### src/rtl/sirius_issue_pkg.sv
// Shared types for the instruction issue buffer: pre-decode classes, opcode/funct
// constants, the stored entry layout and the lane-pairing hazard check.
package sirius_issue_pkg;

    typedef enum logic [2:0] {
        ALU    = 3'd0,
        MEM    = 3'd1,
        MULDIV = 3'd2,
        BRANCH = 3'd3,
        PRIV   = 3'd4
    } inst_class_t;

    localparam logic [5:0] OP_SPECIAL = 6'b000000;
    localparam logic [5:0] OP_REGIMM  = 6'b000001;
    localparam logic [5:0] OP_J       = 6'b000010;
    localparam logic [5:0] OP_JAL     = 6'b000011;
    localparam logic [5:0] OP_COP0    = 6'b010000;
    localparam logic [5:0] FN_JR      = 6'b001000;
    localparam logic [5:0] FN_JALR    = 6'b001001;
    localparam logic [5:0] FN_SYSCALL = 6'b001100;
    localparam logic [5:0] FN_BREAK   = 6'b001101;
    localparam logic [4:0] RT_BLTZAL  = 5'b10000;
    localparam logic [4:0] RT_BGEZAL  = 5'b10001;
    localparam logic [4:0] REG_RA     = 5'd31;

    typedef struct packed {
        logic [31:0] inst;
        logic [31:0] pc;
        inst_class_t cls;
        logic [4:0]  dest;
        logic [4:0]  src_rs;
        logic [4:0]  src_rt;
    } issue_entry_t;

    // True when older lane j prevents younger lane i from issuing in the same group.
    function automatic logic pair_blocked(input issue_entry_t e_j, input issue_entry_t e_i,
                                          input int j, input int i);
        return (e_j.cls == PRIV) || (e_i.cls == PRIV)
            || ((e_j.cls == MEM) && (e_i.cls == MEM))
            || ((e_j.cls == MULDIV) && (e_i.cls == MULDIV))
            || ((e_j.dest != 5'd0) && ((e_j.dest == e_i.src_rs) || (e_j.dest == e_i.src_rt)))
            || ((e_j.cls == BRANCH) && (i > j + 1));
    endfunction

endpackage

### src/rtl/inst_issue_buffer_predecode.sv
// inst_predecode: combinational classification and register-field extraction
// for one fetched instruction word.
module inst_predecode
    import sirius_issue_pkg::*;
(
    input  logic [31:0] i_inst,
    output inst_class_t o_class,
    output logic [4:0]  o_dest,
    output logic [4:0]  o_rs,
    output logic [4:0]  o_rt
);

    logic [5:0] w_op;
    logic [5:0] w_fn;
    logic [4:0] w_rd;

    assign w_op = i_inst[31:26];
    assign w_fn = i_inst[5:0];
    assign w_rd = i_inst[15:11];
    assign o_rs = i_inst[25:21];
    assign o_rt = i_inst[20:16];

    // Class in priority order: PRIV, BRANCH, MULDIV, MEM, ALU.
    always_comb begin
        o_class = ALU;
        if ((w_op == OP_COP0) || ((w_op == OP_SPECIAL) && ((w_fn == FN_SYSCALL) || (w_fn == FN_BREAK)))) begin
            o_class = PRIV;
        end else if ((w_op == OP_REGIMM) || (w_op == OP_J) || (w_op == OP_JAL) || (w_op[5:2] == 4'b0001)
                     || ((w_op == OP_SPECIAL) && ((w_fn == FN_JR) || (w_fn == FN_JALR)))) begin
            o_class = BRANCH;
        end else if ((w_op == OP_SPECIAL) && ((w_fn[5:2] == 4'b0110) || (w_fn[5:2] == 4'b0100))) begin
            o_class = MULDIV;
        end else if (w_op[5:4] == 2'b10) begin
            o_class = MEM;
        end else begin
            o_class = ALU;
        end
    end

    // Destination: rd for SPECIAL, $ra for linking branches, rt for I-type ALU and loads.
    always_comb begin
        o_dest = 5'd0;
        if (w_op == OP_SPECIAL) begin
            o_dest = w_rd;
        end else if ((w_op == OP_JAL) || ((w_op == OP_REGIMM) && ((o_rt == RT_BLTZAL) || (o_rt == RT_BGEZAL)))) begin
            o_dest = REG_RA;
        end else if ((w_op[5:3] == 3'b001) || (w_op[5:3] == 3'b100)) begin
            o_dest = o_rt;
        end else begin
            o_dest = 5'd0;
        end
    end

endmodule

### src/rtl/inst_issue_buffer.sv
// Circular fetch-to-decode instruction buffer with hazard-resolved issue groups.
// Optional macro DELAY_SLOT_PAIR_EN: branches issue only in lane 0, together with their delay slot.
module inst_issue_buffer
    import sirius_issue_pkg::*;
#(
    parameter int DEPTH     = 8,
    parameter int IN_WIDTH  = 2,
    parameter int OUT_WIDTH = 2,
    parameter int CNT_W     = $clog2(DEPTH + 1)
) (
    input  logic                             clk,
    input  logic                             rst,
    input  logic                             flush,
    input  logic [IN_WIDTH-1:0]              in_valid,
    input  logic [IN_WIDTH-1:0][31:0]        in_inst,
    input  logic [IN_WIDTH-1:0][31:0]        in_pc,
    output logic                             in_ready,
    output logic [OUT_WIDTH-1:0]             out_valid,
    output logic [OUT_WIDTH-1:0][31:0]       out_inst,
    output logic [OUT_WIDTH-1:0][31:0]       out_pc,
    output inst_class_t [OUT_WIDTH-1:0]      out_class,
    input  logic [$clog2(OUT_WIDTH+1)-1:0]   out_pop,
    output logic [CNT_W-1:0]                 count
);

    localparam int PTR_W = $clog2(DEPTH);
    localparam int POP_W = $clog2(OUT_WIDTH + 1);
    localparam int PSH_W = $clog2(IN_WIDTH + 1);
    localparam logic [CNT_W-1:0] READY_MAX = CNT_W'(DEPTH - IN_WIDTH);

`ifdef DELAY_SLOT_PAIR_EN
    if (OUT_WIDTH < 2) begin : g_bad_out_width
        $error("inst_issue_buffer: DELAY_SLOT_PAIR_EN needs OUT_WIDTH >= 2");
    end
`endif

    logic [PTR_W-1:0]  r_head;
    logic [PTR_W-1:0]  r_tail;
    logic [CNT_W-1:0]  r_count;
    issue_entry_t      r_mem [DEPTH];

    inst_class_t       w_cls  [IN_WIDTH];
    logic [4:0]        w_dest [IN_WIDTH];
    logic [4:0]        w_rs   [IN_WIDTH];
    logic [4:0]        w_rt   [IN_WIDTH];
    issue_entry_t      w_new  [IN_WIDTH];
    logic [PSH_W-1:0]  w_push_off [IN_WIDTH];
    logic [PSH_W-1:0]  w_push_n;
    logic [PSH_W-1:0]  w_push_cnt;
    logic              w_push_en;
    issue_entry_t      w_head_e [OUT_WIDTH];
    logic              w_hold;
    logic              w_lane_ok;
    logic [POP_W-1:0]  w_issue_n;
    logic [POP_W-1:0]  w_pop_n;

    for (genvar g = 0; g < IN_WIDTH; g++) begin : g_pd
        inst_predecode u_pd (
            .i_inst  (in_inst[g]),
            .o_class (w_cls[g]),
            .o_dest  (w_dest[g]),
            .o_rs    (w_rs[g]),
            .o_rt    (w_rt[g])
        );
        assign w_new[g] = '{inst: in_inst[g], pc: in_pc[g], cls: w_cls[g],
                            dest: w_dest[g], src_rs: w_rs[g], src_rt: w_rt[g]};
    end

    assign in_ready   = (r_count <= READY_MAX);
    assign count      = r_count;
    assign w_push_en  = in_ready && !flush;
    assign w_push_cnt = w_push_en ? w_push_n : PSH_W'(0);
    assign w_pop_n    = (out_pop > w_issue_n) ? w_issue_n : out_pop;

    // Each valid lane lands at tail plus the number of valid lanes before it.
    always_comb begin
        w_push_n = PSH_W'(0);
        for (int k = 0; k < IN_WIDTH; k++) begin
            w_push_off[k] = w_push_n;
            w_push_n      = w_push_n + PSH_W'(in_valid[k]);
        end
    end

    // Issue group: prefix of head entries with no pairing hazard against any older lane.
    always_comb begin
        for (int i = 0; i < OUT_WIDTH; i++) begin
            w_head_e[i] = r_mem[r_head + PTR_W'(i)];
        end
`ifdef DELAY_SLOT_PAIR_EN
        w_hold = (w_head_e[0].cls == BRANCH) && (r_count < CNT_W'(2));
`else
        w_hold = 1'b0;
`endif
        w_lane_ok = !w_hold;
        w_issue_n = POP_W'(0);
        for (int i = 0; i < OUT_WIDTH; i++) begin
            w_lane_ok = w_lane_ok && (CNT_W'(i) < r_count);
            for (int j = 0; j < OUT_WIDTH; j++) begin
                w_lane_ok = w_lane_ok && ((j >= i) || !pair_blocked(w_head_e[j], w_head_e[i], j, i));
            end
`ifdef DELAY_SLOT_PAIR_EN
            w_lane_ok = w_lane_ok && ((i == 0) || (w_head_e[i].cls != BRANCH));
`endif
            out_valid[i] = w_lane_ok;
            out_inst[i]  = w_head_e[i].inst;
            out_pc[i]    = w_head_e[i].pc;
            out_class[i] = w_head_e[i].cls;
            w_issue_n    = w_issue_n + POP_W'(w_lane_ok);
        end
    end

    // Pointer and occupancy state; flush behaves exactly like reset.
    always_ff @(posedge clk) begin
        if (rst || flush) begin
            r_head  <= PTR_W'(0);
            r_tail  <= PTR_W'(0);
            r_count <= CNT_W'(0);
        end else begin
            r_head  <= r_head + PTR_W'(w_pop_n);
            r_tail  <= r_tail + PTR_W'(w_push_cnt);
            r_count <= r_count + CNT_W'(w_push_cnt) - CNT_W'(w_pop_n);
        end
    end

    // Entry storage carries no reset; occupancy alone qualifies the contents.
    always_ff @(posedge clk) begin
        for (int k = 0; k < IN_WIDTH; k++) begin
            if (!rst && w_push_en && in_valid[k]) begin
                r_mem[r_tail + PTR_W'(w_push_off[k])] <= w_new[k];
            end
        end
    end

endmodule

### config.mk
export PLATFORM = sky130hd
export DESIGN_NAME = inst_issue_buffer
export DESIGN_NICKNAME = d
export VERILOG_FILES = /design/src/rtl/sirius_issue_pkg.sv /design/src/rtl/inst_issue_buffer_predecode.sv /design/src/rtl/inst_issue_buffer.sv
export SDC_FILE = /design/constraint.sdc
export NUM_CORES = 1
export LEC_CHECK = 0
export CAP_MARGIN = 20
export CELL_PAD_IN_SITES_DETAIL_PLACEMENT = 0
export CELL_PAD_IN_SITES_GLOBAL_PLACEMENT = 1
export CORE_MARGIN = 4
export CORE_UTILIZATION = 39
export CTS_CLUSTER_DIAMETER = 50
export DETAILED_ROUTE_END_ITERATION = 6
export HOLD_SLACK_MARGIN = 0.08
export PLACE_DENSITY = 0.7
export RECOVER_POWER = 100
export SETUP_SLACK_MARGIN = 0.4
export SLEW_MARGIN = 10
export SYNTH_ARGS = -nofsm -noshare
export SYNTH_HDL_FRONTEND = slang
export SYNTH_HIERARCHICAL = 1
export SYNTH_SLANG_ARGS = --single-unit
### constraint.sdc
create_clock -name clk -period 26.1 [get_ports clk]
set_clock_uncertainty 0.2 [all_clocks]
set_input_delay 5.22 -clock clk [delete_from_list [all_inputs] [get_ports clk]]
set_output_delay 5.22 -clock clk [all_outputs]
set_load 0.01 [all_outputs]
Figure 1. Zoomed window (run 1).
Window x 136 to 186, y 200 to 250 um. Cells in grey, sequential cells in the stronger grey; small squares are vias.
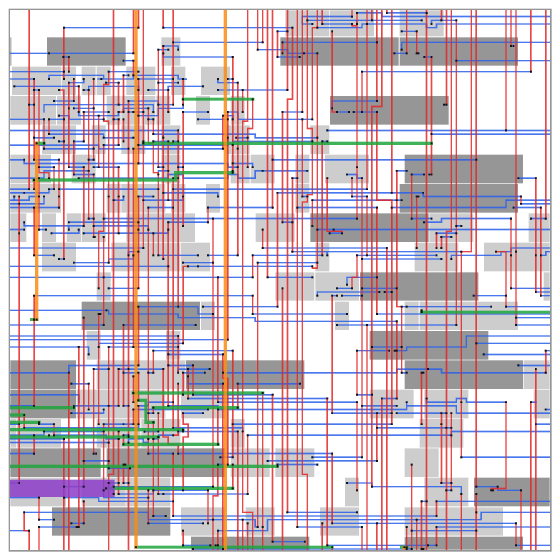
[met5] purple
[met3] green
[met4] orange
[met1] blue
[met2] red
most frequent: mux2_1 (17), edfxtp_1 (17), clkbuf_1 (15)
netlist names of flops here include: r_mem (17), r_tail (1)
cells with their middle in the window: 101
sequential cells in the window: 18

Figure 2. Floorplan with the power grid (run 1).
Scale: 1.5 px per um. Pins as bars on the die edge.
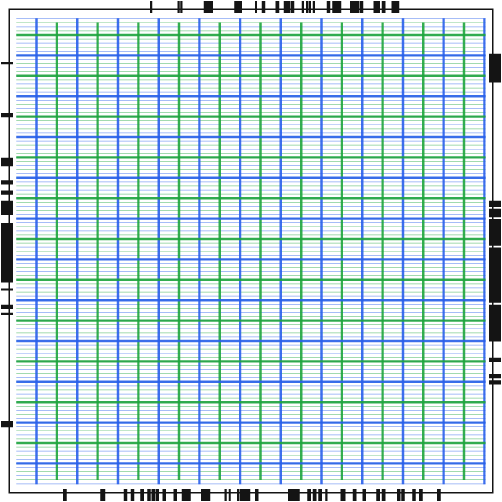
[VSS] blue
[VDD] green
met4 straps: 23
signal pins: 276

==> ci_impl_report.md, run 1 <==
### Yosys + OpenROAD results

| Metric | Value |
|---|---|
| PD cells | 81.0 nW/um^2 |
| Mapped Nets | 2315 |
| Sequential share of power | 33.7% |
| CTS sink count | 666 |
| YS chip area | 38300 um^2 |
| Largest net degree at the start of global routing | 66 |
| Overall power | 0.00365 W |
| P_sw | 0.00107 W |
| Critical path type | reg -> out |
| Comb power frac | 31.3% |
| Post-synthesis cell count | 2160 |
| Post-placement worst setup slack | 15560 ps |
| Synth Seq Share | 52.0% |
| Ports | 276 |
| Post-route ant nets | 0 |
| Lkg Pwr | 14.2 nW |
| Logic area | 17400 um^2 |
| Final HPWL DP | 67700 um |
| Hold path depth | 2 |
| GRT met2 Usage | 38.8% |
| Via Count | 22623 |
| Clock Latency Late Sink | 670 ps |
| Max Transition Viols Final | 1799 |
| Final Hold Vio Count | 0 |
| Grt total ovfl | 0 |
| Core area | 97000 um^2 |
| First-pass GRT wire length | 167000 um |
| Clk slew on worst S/H paths | 60 ps |
| Failing checks | max-capacitance violations, max-slew violations |
| Die area | 103000 um^2 |
| Syn Std Cell Area | 38300 um^2 |
| Fill count | 8338 |
| Share of layout cells above drive strength 1 | 23.6% |
| Ys async rst share | 0% |
| CTS buffer count | 94 |
| Detailed Routing Iterations Pass 1 | 6 |
| MaxCap Viol Count | 49 |
| Critical Path AT | 10920 ps |
| Yosys cell count | 2160 |
| Clock Tree Root | clkbuf_16 |
| Slew @ Worst Pin | 4940 ps |
| Met1 GRT Util | 28.8% |
| VDD IR max | 54.0 uV |
| P&R area growth vs syn | 17.8% |
| Ys flops | 666 |
| Cts hold-fix bufs | 0 |
| Drc violations | 0 |
| Int Pwr | 0.00258 W |
| Reg area | 19900 um^2 |
| Clock Tree Buf Depth | 3 |
| Cells after DPL | 3579 |
| FP Util | 39.5% |
| GPL Wtd Cong | 0.770 |
| Synth cell types | 53 |
| Vert. Die Dim | 321 um |
| Clock share of power | 35.0% |
| Post-CTS sizing | 0 |
| Wire per inst | 30.5 um |
| Initial DRC Count | 2040 |
| Number of enable flip-flop cells | 656 |
| Post-route cell area | 45100 um^2 |
| Post-synth top area share | 51.5% |
| Final setup fails | 0 |
| WP data required | 20680 ps |
| Port-buffer cells | 275 |
| Main flop type | edfxtp_1 |
| Synth warn | 6 |
| Critical path launch point type | register |
| Die Width | 321 um |
| Setup TNS | 0 ps |
| Fin crit share | 62.6% |
| Grt met3 use | 3.38% |
| All-layer global routing usage | 22.0% |
| Worst r2r path cells | 21 |
| CTS H-Tree Depth | 3 |
| Status | finished with violations |
| Switching Fraction | 29.4% |
| # rows | 114 |
| Nets | 2556 |
Figure 3. Placed standard cells (run 1).
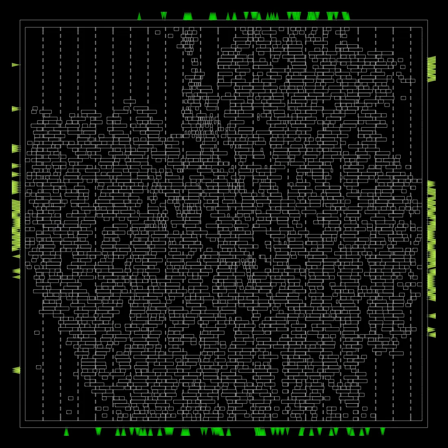
Finished Layout Cells: 3757
Final Util: 46.5%
seq_cells: 666

-- run 1: layout by cell type, fill, tap and decap left out, types with 3 or more instances in the layout --
cell type	count
nand2_1	10
ha_1	16
mux2_1	694
clkinv_8	3
xor2_1	5
fa_1	4
nor3b_1	5
a21oi_1	8
inv_6	8
mux2_2	96
mux4_2	302
a221o_2	10
edfxtp_1	656
dlygate4sd3_1	98
mux2i_1	25
dfxtp_1	9
clkbuf_16	95
buf_4	11
nor4b_1	4
clkinv_1	12
bufinv_16	9
o21ai_0	6
diode_2	5
clkinv_4	14
nor2_1	19
inv_1	20
nand2b_1	4
clkdlybuf4s50_1	177
clkinvlp_4	14
nor3_1	13
and2_1	5
a31oi_1	3
clkbuf_1	47
xnor2_1	16
nor4_1	4
inv_8	3
a221oi_1	3
-- run 1: kinds of logic after synthesis --
| kind of cell | after synthesis | synth area share, % |
|---|---|---|
| mux | 1118 | 41.7 |
| fa+ha+maj | 20 | 0.732 |
| compound gates | 44 | 0.896 |
| simple gates | 89 | 1.38 |
| buf+inv | 201 | 2.77 |
| flops | 666 | 52.0 |
| xor+xnor | 22 | 0.503 |
-- run 1: sequential cells by signal, summed over array words and instances (netlist names) --
register / cells
count: 4
r_tail: 3
r_mem: 656
r_head: 3
-- run 1: stage by stage --
stage | util (%) | hold WS, ps
final | 46.5 | 432
after global routing | 46.5 | 481
after CTS | 46.8 | 427
after detailed placement | 43.5 | 410
after global placement | 43.5 | 409
after floorplan | - | 368
-- run 1: metal layers --
metal  up-vias  wire (um)
met5         -         31
met4         6       1810
met2       790      58700
met3       138       7080
met1     12177      46800
li1       9512          -
-- run 1: path summary, 6_finish.rpt --
kind / slack [ps] / to / from
worst max-delay path: 9760 / out_valid[1] / r_head[1]
worst min-delay path: 430 / r_tail[2] / r_tail[2]
worst max register to register: 13540 / count[3] / r_head[1]
worst min register to register: 430 / r_tail[2] / r_tail[2]
-- run 1: layout make-up --
class | count | area share (%)
timing repair buffer | 326 | 6.66
sequential | 666 | 44.1
inverter | 20 | 0.166
multi-input combinational | 1293 | 38.5
tap | 1276 | 3.54
clock inverter | 66 | 1.63
antenna | 5 | 0.0277
clock buffer | 105 | 5.35
-- run 1: power groups by stage --
stage	Clock [W]	Sequential, W	Combinational (W)
after global placement	0	0.00125	0.00115
after CTS	0.00130	0.00123	0.00117
after floorplan	0	0.00124	0.000747
final	0.00128	0.00123	0.00114
after detailed placement	0	0.00125	0.00116
after global routing	0.00135	0.00124	0.00124
-- run 1: critical path, cell delays in order (launching register included) --
cell and delay, ps:
dfxtp_1 1730, clkbuf_1 2800, clkbuf_1 2900, mux4_2 780, mux2_1 340, or4b_1 480
a21oi_1 180, a211oi_1 140, o311a_1 250, dlygate4sd3_1 650
==> inputs of run 2 (changes only) <==
- clock period: 26.1 -> 16 ns (I/O delays scaled with it)
Figure 4. Floorplan with the power grid (run 2).
Scale: 1.5 px per um. Pins as bars on the die edge.
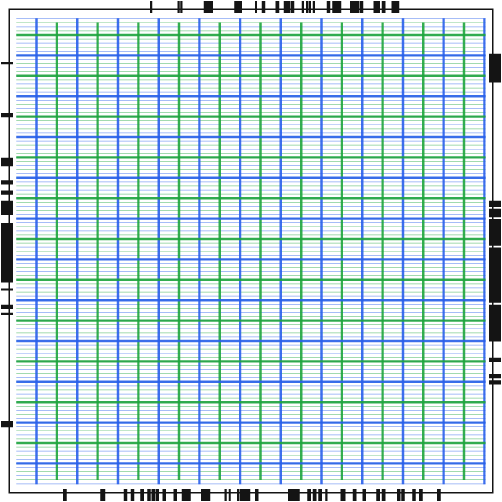
[VDD] green
[VSS] blue
met1 rails: 115
met4 straps: 23
rows: 114

==> run 2 against run 1 <==
  * The run still ends with max-capacitance violations, max-slew violations left
  * Synthesized area unchanged
  * Cell count up 0.24%
  * Wire length up 0.51%
  * Global-route usage up 0.18 points
  * Flip-flop count unchanged
  * Synthesized cell count unchanged
  * Largest cell class unchanged
==> ci_impl_report.md, run 2 <==
### Yosys + OpenROAD results

| Metric | Value |
|---|---|
| Critical Path AT | 8220 ps (-2700 ps) |
| Nets | 2558 (+0.078%) |
| Comb power frac | 30.9% (-0.4 points) |
| P&R area growth vs syn | 18.2% |
| Critical path launch point type | register |
| Clock share of power | 35.9% (+0.9 points) |
| Switching Fraction | 29.3% (-0.068 points) |
| Core area | 97000 um^2 (unchanged) |
| VDD IR max | 84.2 uV (+56%) |
| GPL Wtd Cong | 0.768 (-0.34%) |
| Setup TNS | 0 ps (unchanged) |
| Lkg Pwr | 14.3 nW (+0.67%) |
| Synth warn | 6 (unchanged) |
| Syn Std Cell Area | 38300 um^2 (unchanged) |
| CTS buffer count | 96 (+2.1%) |
| Detailed Routing Iterations Pass 1 | 5 (-1) |
| Die Width | 321 um (unchanged) |
| Finished Layout Cells | 3766 (+0.24%) |
| Post-route ant nets | 0 (unchanged) |
| CP top delay family | buffers and inverters |
| Crit path cell chain | clkbuf_1 > mux4_1 > mux2_1 > or4b_1 > a21oi_1 > a211oi_1 > o311a_1 > dlygate4sd3_1 |
| Max incr delay on CP | 3150 ps (+250 ps) |
| Max reg flops | 656 (unchanged) |
| Sequential share of power | 33.3% (-0.4 points) |
| Total tool warning count | 28 |
| Int Pwr | 0.00427 W (+66%) |
| First-pass GRT wire length | 169000 um (+0.96%) |
| WP data required | 12600 ps (-8080 ps) |
| Most instantiated logic cells after routing | 660 x mux2_1, 656 x edfxtp_1, 302 x mux4_2 |
| Mapped Nets | 2315 (unchanged) |
| Post-synth top area share | 51.5% (unchanged) |
| CP bufs+invs | 2 (-1) |
| Ys async rst share | 0% (unchanged) |
| Clk slew on worst S/H paths | 60 ps (about the same) |
| Post-CTS sizing | 0 (unchanged) |
| Cells after DPL | 3578 (-0.028%) |
| FP Util | 39.5% (unchanged) |
| CP max stage cell | clkbuf_1 |
| CTS H-Tree Depth | 3 (unchanged) |
| Post-synthesis cell count | 2160 (unchanged) |
| Ports | 276 (unchanged) |
| Final setup fails | 0 (unchanged) |
| Clock Tree Buf Depth | 3 (unchanged) |
| # rows | 114 (unchanged) |
| Via Count | 22705 (+0.36%) |
| Grt total ovfl | 0 (unchanged) |
| Final HPWL DP | 67100 um (-0.97%) |
| Largest net degree at the start of global routing | 66 (unchanged) |
| Fill count | 8291 (-0.56%) |
| Max Transition Viols Final | 1637 (-9.0%) |
| Die area | 103000 um^2 (unchanged) |
| Share of layout cells above drive strength 1 | 25.6% (+2.0 points) |
| Number of enable flip-flop cells | 656 (unchanged) |
| Wire per inst | 30.5 um (+0.27%) |
| Main flop type | edfxtp_1 |
| Synth top cells by count | 656 x edfxtp_1, 656 x mux2_1, 302 x mux4_2 |
| Failing checks | max-capacitance violations, max-slew violations |
| CTS sink count | 666 (unchanged) |
| Port-buffer cells | 275 (unchanged) |
| MaxCap Viol Count | 43 (-12%) |
| Vert. Die Dim | 321 um (unchanged) |
| PD cells | 134 nW/um^2 (+65%) |
| All-layer global routing usage | 22.1% (+0.18 points) |
| Synth cell types | 53 (unchanged) |
| Final Hold Vio Count | 0 (unchanged) |
| Slew @ Worst Pin | 4880 ps (-59.0 ps) |
| Final Util | 46.6% (+0.13 points) |
| Drc violations | 0 (unchanged) |
| YS chip area | 38300 um^2 (unchanged) |
| Synth Seq Share | 52.0% (unchanged) |
| Status | finished with violations |
| Critical path type | reg -> out |
| Post-CTS setup buffer count | 0 |
| Clock Tree Root | clkbuf_16 |
| Syn avg cell area | 17.7 um^2 |
| Worst R2R Setup Slack | 6170 ps (-7370 ps) |
| P_sw | 0.00177 W (+65%) |
| Cts hold-fix bufs | 0 (unchanged) |
| Commonest Layout Cell | mux2_1 |
| Clock Latency Late Sink | 660 ps (about the same) |
| Yosys cell count | 2160 (unchanged) |
| Initial DRC Count | 2011 (-1.4%) |
| Ys flops | 666 (unchanged) |
| Fin crit share | 72.6% |
run 2: cell count changes in the layout (fill, tap and decap cells not counted), moves of 10 or more:
cell / delta
mux2_2: +34
mux2_1: -34
clkinv_2: +10
dlygate4sd3_1: +30
clkdlybuf4s50_1: -30
run 2: final cells by class:
cell class | count | area (um^2) | area share (%)
flip-flops and latches | 666 | 19900 | 44.0
diodes | 5 | 12.5 | 0.0277
multi-input cells | 1293 | 17400 | 38.4
inverters | 20 | 75.1 | 0.166
repair buffers | 326 | 3000 | 6.64
clock inverters | 74 | 808 | 1.79
well taps | 1276 | 1600 | 3.53
clock buffers | 106 | 2460 | 5.44
run 2: power by group through the flow:
stage / registers [W] / logic (W) / clock network [W]
2_1_floorplan: 0.00202 / 0.00122 / 0
3_3_place_gp: 0.00204 / 0.00189 / 0
3_5_place_dp: 0.00204 / 0.00190 / 0
4_1_cts: 0.00201 / 0.00192 / 0.00221
5_1_grt: 0.00202 / 0.00201 / 0.00228
6_report: 0.00201 / 0.00186 / 0.00217
run 2: tightest hold or removal path, stage by stage (launching register included):
cell,delay [ps]
dfxtp_1,370
xor2_1,170
nor2_1,40
run 2: per-stage QoR:
step / hold WS (ps) / cell area, um^2 / setup WS (ps) / total power [W]
after global routing: 491 / 45200 / 3550 / 0.00631
after detailed placement: 426 / 42200 / 7420 / 0.00395
final: 431 / 45200 / 4380 / 0.00604
after global placement: 407 / 42200 / 7440 / 0.00393
after CTS: 436 / 45400 / 6690 / 0.00613
after floorplan: 368 / 38300 / 5710 / 0.00324
run 2: worst paths after layout:
path | startpoint | endpoint | depth (start not counted)
min reg2reg | r_tail[2] | r_tail[2] | 2
min | r_tail[2] | r_tail[2] | 2
max reg2reg | r_head[0] | count[2] | 19
max | r_head[0] | out_valid[1] | 8
run 2: kinds of logic (layout without fill, tap and decap cells):
kind of cell | Yosys count | after routing | synth area share, %
AND-OR/OR-AND | 44 | 44 | 0.896
AND/OR/NAND/NOR | 89 | 89 | 1.38
XOR/XNOR | 22 | 22 | 0.503
adder cells (fa/ha/maj) | 20 | 20 | 0.732
other | 0 | 5 | 0
flip-flops | 666 | 666 | 52.0
buffers and inverters | 201 | 526 | 2.77
multiplexers | 1118 | 1118 | 41.7
run 2: layer usage:
metal | wire length, um | track usage, % | up-vias | part of all wire, %
li1 | - | - | 9522 | -
met1 | 46400 | 28.7 | 12192 | 40
met2 | 58700 | 38.9 | 836 | 51
met3 | 7770 | 3.78 | 151 | 6.8
met4 | 2060 | 5.22 | 4 | 1.8
met5 | 33 | 0 | - | 0.029
Power and IR drop assume default switching activity.
